$ cat src/rtl/dmem_arbiter.sv
// Two-port arbiter for the single-port data memory: round-robin with locked bursts,
// 1-cycle tagged responses. Define DMEM_ARB_PRIO0_EN for fixed port-0 priority.
module dmem_arbiter #(
  parameter int AW        = 10,
  parameter int DW        = 32,
  parameter int MAX_BURST = 8
) (
  input  logic          clk,
  input  logic          rst,
  input  logic          req0,
  input  logic          req1,
  input  logic          we0,
  input  logic          we1,
  input  logic          lock0,
  input  logic          lock1,
  input  logic [AW-1:0] addr0,
  input  logic [AW-1:0] addr1,
  input  logic [DW-1:0] wdata0,
  input  logic [DW-1:0] wdata1,
  output logic          gnt0,
  output logic          gnt1,
  output logic          valid0,
  output logic          valid1,
  output logic [DW-1:0] rdata,
  output logic [DW-1:0] mem_data_in,
  output logic [AW-1:0] mem_addr,
  output logic          mem_wr_rd,
  input  logic [DW-1:0] mem_data_out
);

  typedef enum logic [1:0] {IDLE, LOCK0, LOCK1} state_t;

  typedef struct packed {
    logic          we;
    logic          lock;
    logic [AW-1:0] addr;
    logic [DW-1:0] wdata;
  } acc_t;

  localparam bit       LOCK_OK = (MAX_BURST > 1);
  localparam logic [8:0] MB    = 9'(MAX_BURST);

  state_t     state, state_n;
  logic       rr_last, rr_n;
  logic [7:0] burst_cnt, cnt_n;
  logic [8:0] cnt_inc;
  logic [1:0] resp_tag;
  logic [1:0] gnt_raw, gnt;
  logic       own;
  acc_t       acc [2];
  acc_t       sel;

  assign acc[0]  = '{we: we0, lock: lock0, addr: addr0, wdata: wdata0};
  assign acc[1]  = '{we: we1, lock: lock1, addr: addr1, wdata: wdata1};
  assign cnt_inc = {1'b0, burst_cnt} + 9'd1;

  // Grant selection; a held request during reset must never reach the memory.
  always_comb begin
    gnt_raw = 2'b00;
    own     = 1'b0;
    case (state)
      IDLE: begin
        if (req0 && req1) begin
`ifdef DMEM_ARB_PRIO0_EN
          own = 1'b0;
`else
          own = ~rr_last;
`endif
          gnt_raw[own] = 1'b1;
        end else if (req0) begin
          own        = 1'b0;
          gnt_raw[0] = 1'b1;
        end else if (req1) begin
          own        = 1'b1;
          gnt_raw[1] = 1'b1;
        end
      end
      LOCK0: begin
        own        = 1'b0;
        gnt_raw[0] = req0;
      end
      LOCK1: begin
        own        = 1'b1;
        gnt_raw[1] = req1;
      end
      default: ;
    endcase
    gnt = rst ? 2'b00 : gnt_raw;
  end

  assign gnt0 = gnt[0];
  assign gnt1 = gnt[1];
  assign sel  = acc[own];

  always_comb begin
    state_n = state;
    rr_n    = rr_last;
    cnt_n   = burst_cnt;
    case (state)
      IDLE: begin
        if (|gnt_raw) begin
          rr_n = own;
          if (sel.lock && LOCK_OK) begin
            state_n = own ? LOCK1 : LOCK0;
            cnt_n   = 8'd1;
          end
        end
      end
      LOCK0, LOCK1: begin
        if (|gnt_raw && sel.lock && (cnt_inc < MB)) begin
          cnt_n = cnt_inc[7:0];
        end else begin
          // Lock dropped, burst limit hit, or owner went away: hand back to arbitration.
          state_n = IDLE;
          rr_n    = own;
          cnt_n   = 8'd0;
        end
      end
      default: state_n = IDLE;
    endcase
  end

  always_ff @(posedge clk or posedge rst) begin
    if (rst) begin
      state     <= IDLE;
      rr_last   <= 1'b1;
      burst_cnt <= 8'd0;
      resp_tag  <= 2'b00;
    end else begin
      state     <= state_n;
      rr_last   <= rr_n;
      burst_cnt <= cnt_n;
      resp_tag  <= gnt;
    end
  end

  // Idle bus parks as a read of word 0 so the memory is never written spuriously.
  always_comb begin
    mem_addr    = '0;
    mem_data_in = '0;
    mem_wr_rd   = 1'b1;
    if (|gnt) begin
      mem_addr    = sel.addr;
      mem_data_in = sel.wdata;
      mem_wr_rd   = ~sel.we;
    end
  end

  assign valid0 = resp_tag[0];
  assign valid1 = resp_tag[1];
  assign rdata  = mem_data_out;

endmodule

$ cat config.mk
export PLATFORM = sky130hd
export DESIGN_NAME = dmem_arbiter
export DESIGN_NICKNAME = d
export VERILOG_FILES = /design/src/rtl/dmem_arbiter.sv
export SDC_FILE = /design/constraint.sdc
export NUM_CORES = 1
export LEC_CHECK = 0
export ABC_CLOCK_PERIOD_IN_PS = 1900
export CAP_MARGIN = 20
export CORE_MARGIN = 5
export CORE_UTILIZATION = 24
export DETAILED_ROUTE_END_ITERATION = 12
export MAX_ROUTING_LAYER = met4
export PLACE_DENSITY_LB_ADDON = 0.15
export SYNTH_ARGS = -nofsm -noshare
export SYNTH_HDL_FRONTEND = slang
export SYNTH_SLANG_ARGS = --single-unit
$ cat constraint.sdc
create_clock -name clk -period 1.9 [get_ports clk]
set_input_delay 0.285 -clock clk [delete_from_list [all_inputs] [get_ports clk]]
set_output_delay 0.285 -clock clk [all_outputs]
set_load 0.03 [all_outputs]
Run 1, a small window of the routed layout:
Scale bar: 10 um. Region (11, 11) to (36, 36) um. Cells in grey, sequential cells in the stronger grey; small squares are vias.
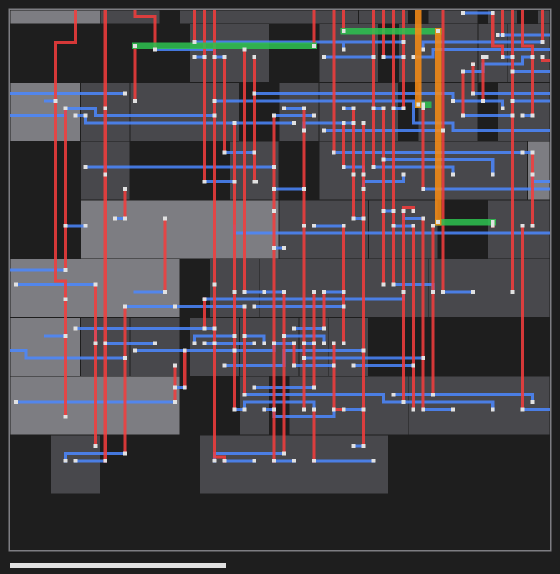
- M2: red
- M1: blue
- M4: orange
- M3: green
- sequential cells in the window: 3
- cells with their middle in the window: 33
- netlist names of flops here include: `burst_cnt` (3)
- most frequent: and2_1 (6), dfrtp_1 (3)

Run 1, register map, names as in the netlist:
Scale bar: 20 um. Other sequential cells in the stronger grey, the rest of the logic in the fainter grey.
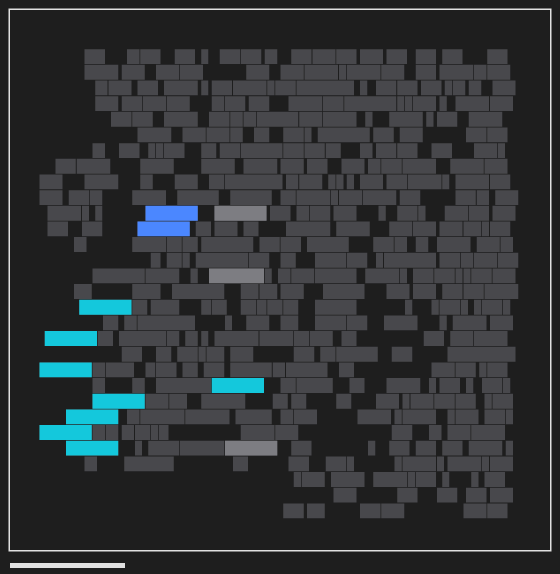
- `burst_cnt`: cyan (flops 8)
- `state`: blue (flops 2)
- not coloured: 3

==> impl_metrics.csv, run 1 <==
group,metric,value,unit
final_timing,rsz0062_at_grt,"true",
pwr,ir_worst_vdd,0.652,mV
cells_and_area,comb_share,41.7,%
grt,grt_pass1_wl,12800,um
synth,area_leaders,"nand2_1 (20%), dfrtp_1 (18%), buf_4 (14%)",
cells_and_area,logic_gates,190,
pwr,leakage,1.77,nW
setup_path,worst-path-buf-inv,4,
cells_and_area,design_area,4530,um2
synth,synth.most_common_cell,"nand2_1",
grt,overflow,0,
grt,use_met1,23.4,%
run,maxCapViolations,0,
setup_path,cp_top_family,"buffers and inverters",
cells_and_area,logic_area,1890,um2
setup_path,r2r-start,"burst_cnt[0]",
drt,routed_wl,9090,um
synth,edf_count,0,
setup_path,cp_max_fo,7,
final_timing,fin_skew,3.23,ps
grt,use_met3,3.69,%
synth,yosysCellCount,258,
clock_tree,clk_path_buf_depth,2,
final_timing,slew_headroom,68.0,%
synth,flop_cell,"dfrtp_1",
drt,avgRoutedWirePerCell,18.2,um
final_timing,max_freq,0.459,GHz
synth,largest_area_cell,"nand2_1",
cells_and_area,inverters_excl_clock,7,
synth,yosysWarnings,0,
cells_and_area,fin_cells,500,
final_timing,setup_slack,-277,ps
final_timing,finalHoldViolCount,0,
cells_and_area,nClkBuffers,3,
cells_and_area,seq_share,7.21,%
placement,placed_area,3510,um2
floorplanning,nWellTaps,96,
setup_path,reg2reg_slack,-70,ps
synth,ys_area,1680,um2
final_timing,setup_viol,47,
placement,dp_slack,-224,ps
grt,grtUsageMet2,31.0,%
synth,synth_seq_share,19.4,%
setup_path,path_common_cell,"buf_6",
grt,grt_pass1_vias,2399,
clock_tree,cts_root_buf,"clkbuf_8",
setup_path,max_stage_delay,390,ps
drt,vias,2390,
run_status,violations,"negative setup slack",
cells_and_area,nNetsFinal,533,
cells_and_area,largestClassByArea,"buffers",
synth,ys.flops,13,
cells_and_area,diodes,0,
clock_tree,cts_resized,89,
setup_path,crit_slowest_cell,"dfrtp_1",
drt,dr.pass1.iters,4,
synth,synth.distinct_cells,45,
pwr,pwr_density_cell,1440,nW/um2
setup_path,r2r_end,"rr_last",
floorplanning,die_area,8790,um2
setup_path,arrival,1890,ps
clock_tree,clock_latency,240,ps
clock_tree,cts_tree,"built",
cells_and_area,ff_latch_area,327,um2
placement,gp_congestion,0.809,
synth,syn-cell-area,1680,um2
cells_and_area,buffer_area_share,46.8,%
grt,top_usage_layer,"met2",
run_status,status,"complete, but fails checks",
drt,wl_met2,4690,um
synth,top_cell_area_share,20.1,%
clock_tree,ctsHoldBuffers,0,
run,warning_count,31,
setup_path,end_kind,"output port",
grt,grt_max_degree,31,
clock_tree,htree_levels,1,
final_timing,timing.final.max_slew_violations,0,
cells_and_area,largest_reg_flops,8,
final_timing,max_slew.worst_pin.slew,480,ps
clock_tree,post_cts_buffers,14,
drt,wl_met3,616,um
cells_and_area,buffers,190,
floorplanning,die_h,93.8,um
placement,dp_hpwl,6210,um
drt,top_layer,"met4",
drt,vias_per_cell,4.78,
cells_and_area,layout.cells.most_common,"clkdlybuf4s50_1",
drt,ant_nets,0,
setup_path,crit_cells,8,
cells_and_area,fill_cells,519,
cells_and_area,clkCellAreaFrac,1.02,%
floorplanning,floorplan.core_util,24.8,%
setup_path,worstSetupStartpointType,"register",
cells_and_area,top_regs,"burst_cnt (8), resp_tag (2), state (2)",
cells_and_area,lay_top_cells,"clkdlybuf4s50_1 (92), nand2_1 (54), buf_6 (51)",
floorplanning,core_area,6790,um2
synth,syn_avg_cell_area,6.53,um2
setup_path,crit_chain,"inv_2 -> ha_4 -> buf_6 -> a31o_4 -> clkbuf_16 -> nand2_1 -> a21oi_4 -> buf_6",
setup_path,critical_path_class,"register to output port",
synth,syn_inst,258,
clock_tree,cts_sinks,13,
synth,synth_nets,386,
floorplanning,die_w,93.8,um
drt,drt-initial-drc-count,67,
setup_path,crit_end,"mem_data_in[16]",
final_timing,post-route-period-util,115,%
cells_and_area,largest-register,"burst_cnt",
clock_tree,cts_buffers,3,
placement,dpl.cell_count,471,
setup_path,cp.required,1620,ps
drt,route.detailed.drc,0,
synth,common_cells,"nand2_1 (90), a21oi_1 (43), buf_4 (32)",
drt,wl_met1,3680,um
setup_path,cp-startpoint,"state[0]",
clock_tree,cts.clk_slew.worst_paths,60,ps
floorplanning,row_count,30,
synth,ys_async_sr_fraction,100,%
grt,antenna_found_initial,0,
cells_and_area,seq_cells,13,
cells_and_area,drive_above_1_share,52.5,%
Run 1, nets reached from selected ports:
Scale bar: 20 um.
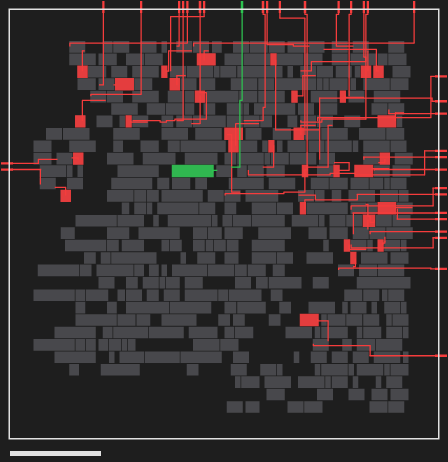
- `valid0`: green (bits 1; direction output; edge top; end cells 1; buffers 1; wire 37.7 um)
- `wdata0`: red (bits 32; direction input; edge 16 top, 14 right, 2 left; end cells 32; buffers 32; wire 1,040 um)
IO Port Bufs: 138
# IOs: 203

run 1: logic make-up after synthesis:
logic type,count (synthesis),synth area share [%]
buffers and inverters,55,20.3
multiplexers,3,2.53
AND/OR/NAND/NOR,114,29.6
AND-OR/OR-AND,69,25.2
adder cells (fa/ha/maj),4,2.97
flip-flops,13,19.4
run 1: stage by stage:
step	power, mW	hold slack (ps)	setup TNS, ps	utilization (%)
global placement	4.33	502	-9560	51.6
global route	6.87	430	-15150	66.6
floorplan	3.15	183	-830	-
CTS	5.70	417	-9090	61.7
finish	6.51	393	-10990	66.6
detailed placement	4.35	512	-10030	51.6
run 1: power by group:
group	switching (mW)	internal (mW)	leakage [nW]
logic	3.03	2.82	1.57
clock network	0.105	0.145	0.0255
registers	0.0510	0.347	0.171
total	3.19	3.32	1.77
--- run 2 (diff from run 1) ---
--- a/config.mk
+++ b/config.mk
@@ -15,3 +15,4 @@
 export SYNTH_ARGS = -nofsm -noshare
 export SYNTH_HDL_FRONTEND = slang
 export SYNTH_SLANG_ARGS = --single-unit
+export TNS_END_PERCENT = 100
Run 2, a small window of the routed layout:
Scale bar: 10 um. Region (11, 11) to (36, 36) um. Cells in grey, sequential cells in the stronger grey; small squares are vias.
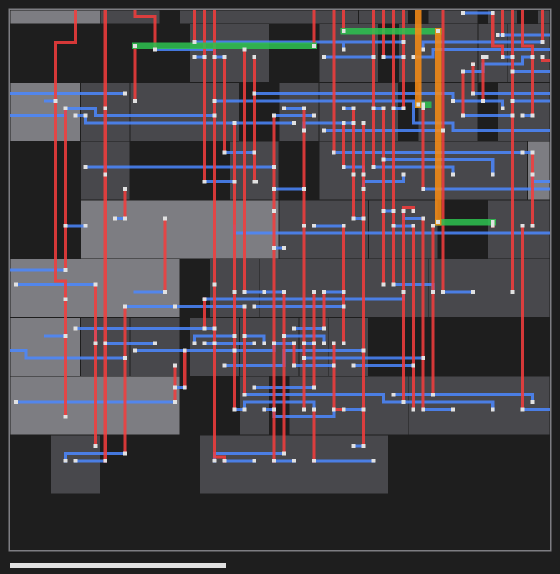
- M2: red
- M3: green
- M1: blue
- M4: orange
- netlist names of flops here include: `burst_cnt` (3)
- sequential cells in the window: 3
- cells with their middle in the window: 33
- most frequent: and2_1 (6), dfrtp_1 (3)

==> impl_metrics.csv, run 2 <==
group,metric,value,unit
synth,top_cell_area_share,20.1,%
clock_tree,cts.clk_slew.worst_paths,60,ps
pwr,pwr-share-seq,6.1,%
placement,gp_congestion,0.809,
synth,mux_area_share,2.53,%
pwr,pg_seq,0.398,mW
setup_path,critical_path_class,"register to output port",
grt,grtUsageMet2,31.0,%
run_status,status,"complete, but fails checks",
setup_path,crit_end,"mem_data_in[16]",
placement,placed_area,3510,um2
placement,io_buffers,138,
cells_and_area,design_area,4530,um2
grt,grt_max_degree,31,
drt,dr.pass1.iters,4,
drt,vias,2390,
synth,synth.distinct_cells,45,
clock_tree,clk_path_buf_depth,2,
final_timing,holdWs,393,ps
floorplanning,core_area,6790,um2
setup_path,cp_top_family,"buffers and inverters",
synth,yosysCellCount,258,
grt,grt_pass1_wl,12800,um
pwr,total_power,6.51,mW
pwr,p_int,3.32,mW
grt,top_usage_layer,"met2",
floorplanning,floorplan.core_util,24.8,%
setup_path,path_common_cell,"buf_6",
setup_path,cp_max_fo,7,
cells_and_area,diodes,0,
setup_path,worstSetupStartpointType,"register",
floorplanning,io_pins,203,
setup_path,reg2reg_slack,-70,ps
setup_path,crit_chain,"inv_2 -> ha_4 -> buf_6 -> a31o_4 -> clkbuf_16 -> nand2_1 -> a21oi_4 -> buf_6",
synth,ys_sh_simple,29.6,%
pwr,ir_worst_vdd,0.652,mV
drt,route.detailed.drc,0,
synth,ys_sh_aoi,25.2,%
clock_tree,cts_root_buf,"clkbuf_8",
pwr,clk-power,0.250,mW
pwr,power_leader,"combinational cells",
setup_path,worst-path-buf-inv,4,
synth,common_cells,"nand2_1 (90), a21oi_1 (43), buf_4 (32)",
setup_path,end_kind,"output port",
synth,area_leaders,"nand2_1 (20%), dfrtp_1 (18%), buf_4 (14%)",
clock_tree,cts_resized,89,
synth,syn_avg_cell_area,6.53,um2
synth,synth.most_common_cell,"nand2_1",
pwr,pwr-share-comb,90.0,%
cells_and_area,drive_above_1_share,52.5,%
synth,ys_area,1680,um2
synth,ys_sh_adder,2.97,%
clock_tree,post_cts_buffers,14,
final_timing,timing.final.max_slew_violations,0,
synth,syn-cell-area,1680,um2
setup_path,cp-startpoint,"state[0]",
final_timing,finalHoldViolCount,0,
clock_tree,cts_sinks,13,
cells_and_area,layout.cells.most_common,"clkdlybuf4s50_1",
synth,ys.flops,13,
run,warning_count,31,
placement,dp_slack,-224,ps
pwr,power_switching,3.19,mW
setup_path,r2r_end,"rr_last",
setup_path,cp.required,1620,ps
clock_tree,clock_latency,240,ps
floorplanning,row_count,30,
final_timing,setup_slack,-277,ps
clock_tree,ctsHoldBuffers,0,
cells_and_area,largest-register,"burst_cnt",
grt,use_met1,23.4,%
clock_tree,htree_levels,1,
run_status,violations,"negative setup slack",
drt,routed_wl,9090,um
pwr,pg_comb,5.86,mW
setup_path,crit_slowest_cell,"dfrtp_1",
synth,logic_family,"simple AND/OR/NAND/NOR gates",
grt,grt_pass1_vias,2399,
final_timing,fin_skew,3.23,ps
final_timing,setup_viol,47,
synth,xor_share,0,%
setup_path,max_stage_delay,390,ps
grt,overflow,0,
setup_path,arrival,1890,ps
synth,syn_inst,258,
cells_and_area,lay_top_cells,"clkdlybuf4s50_1 (92), nand2_1 (54), buf_6 (51)",
setup_path,r2r-start,"burst_cnt[0]",
drt,wl_met3,616,um
drt,wl_met2,4690,um
final_timing,finalSetupTns,-10990,ps
synth,synth_seq_share,19.4,%
final_timing,rsz0062_at_grt,"true",
floorplanning,die_w,93.8,um
placement,dp_hpwl,6210,um
drt,vias_per_cell,4.78,
drt,ant_nets,0,
synth,synth_nets,386,
cells_and_area,top_regs,"burst_cnt (8), resp_tag (2), state (2)",
floorplanning,die_area,8790,um2
drt,avgRoutedWirePerCell,18.2,um
synth,edf_count,0,
final_timing,slew_headroom,68.0,%
cells_and_area,fin_cells,500,
cells_and_area,largest_reg_flops,8,
floorplanning,die_h,93.8,um
clock_tree,cts_buffers,3,
pwr,sw_frac_of_total,49.0,%
pwr,clock_power_share,3.8,%
synth,largest_area_cell,"nand2_1",
cells_and_area,fin_util,66.6,%
grt,antenna_found_initial,0,
pwr,leakage,1.77,nW
synth,ys_async_sr_fraction,100,%
synth,flop_cell,"dfrtp_1",
placement,dpl.cell_count,471,
final_timing,max_slew.worst_pin.slew,480,ps
drt,top_layer,"met4",
setup_path,crit_cells,8,
drt,wl_met1,3680,um
## run 2: cell counts in the layout (fill, tap and decap cells not counted)
Identical to the previous run, type by type.
## run 2: cells by family (layout without fill, tap and decap cells)
family | count (synthesis) | after routing
AOI/OAI and AO/OA | 69 | 69
adders and majority gates | 4 | 4
buffers and inverters | 55 | 201
DFF | 13 | 13
muxes | 3 | 3
and+or+nand+nor | 114 | 114
## run 2: worst min-delay path, cell delays in order
cell and delay, ps:
clkdlybuf4s50_1 400, inv_1 110, buf_4 180
## run 2: cell type report
cell class                      count  area (um2)
Clock inverter                      1        5.00
Tap cell                           96         120
Inverter                            7        26.3
Sequential cell                    13         327
Fill cell                         519        2270
Multi-Input combinational cell    190        1890
Timing Repair Buffer              190        2120
Clock buffer                        3        41.3
Power is estimated from default activity; no workload was simulated.
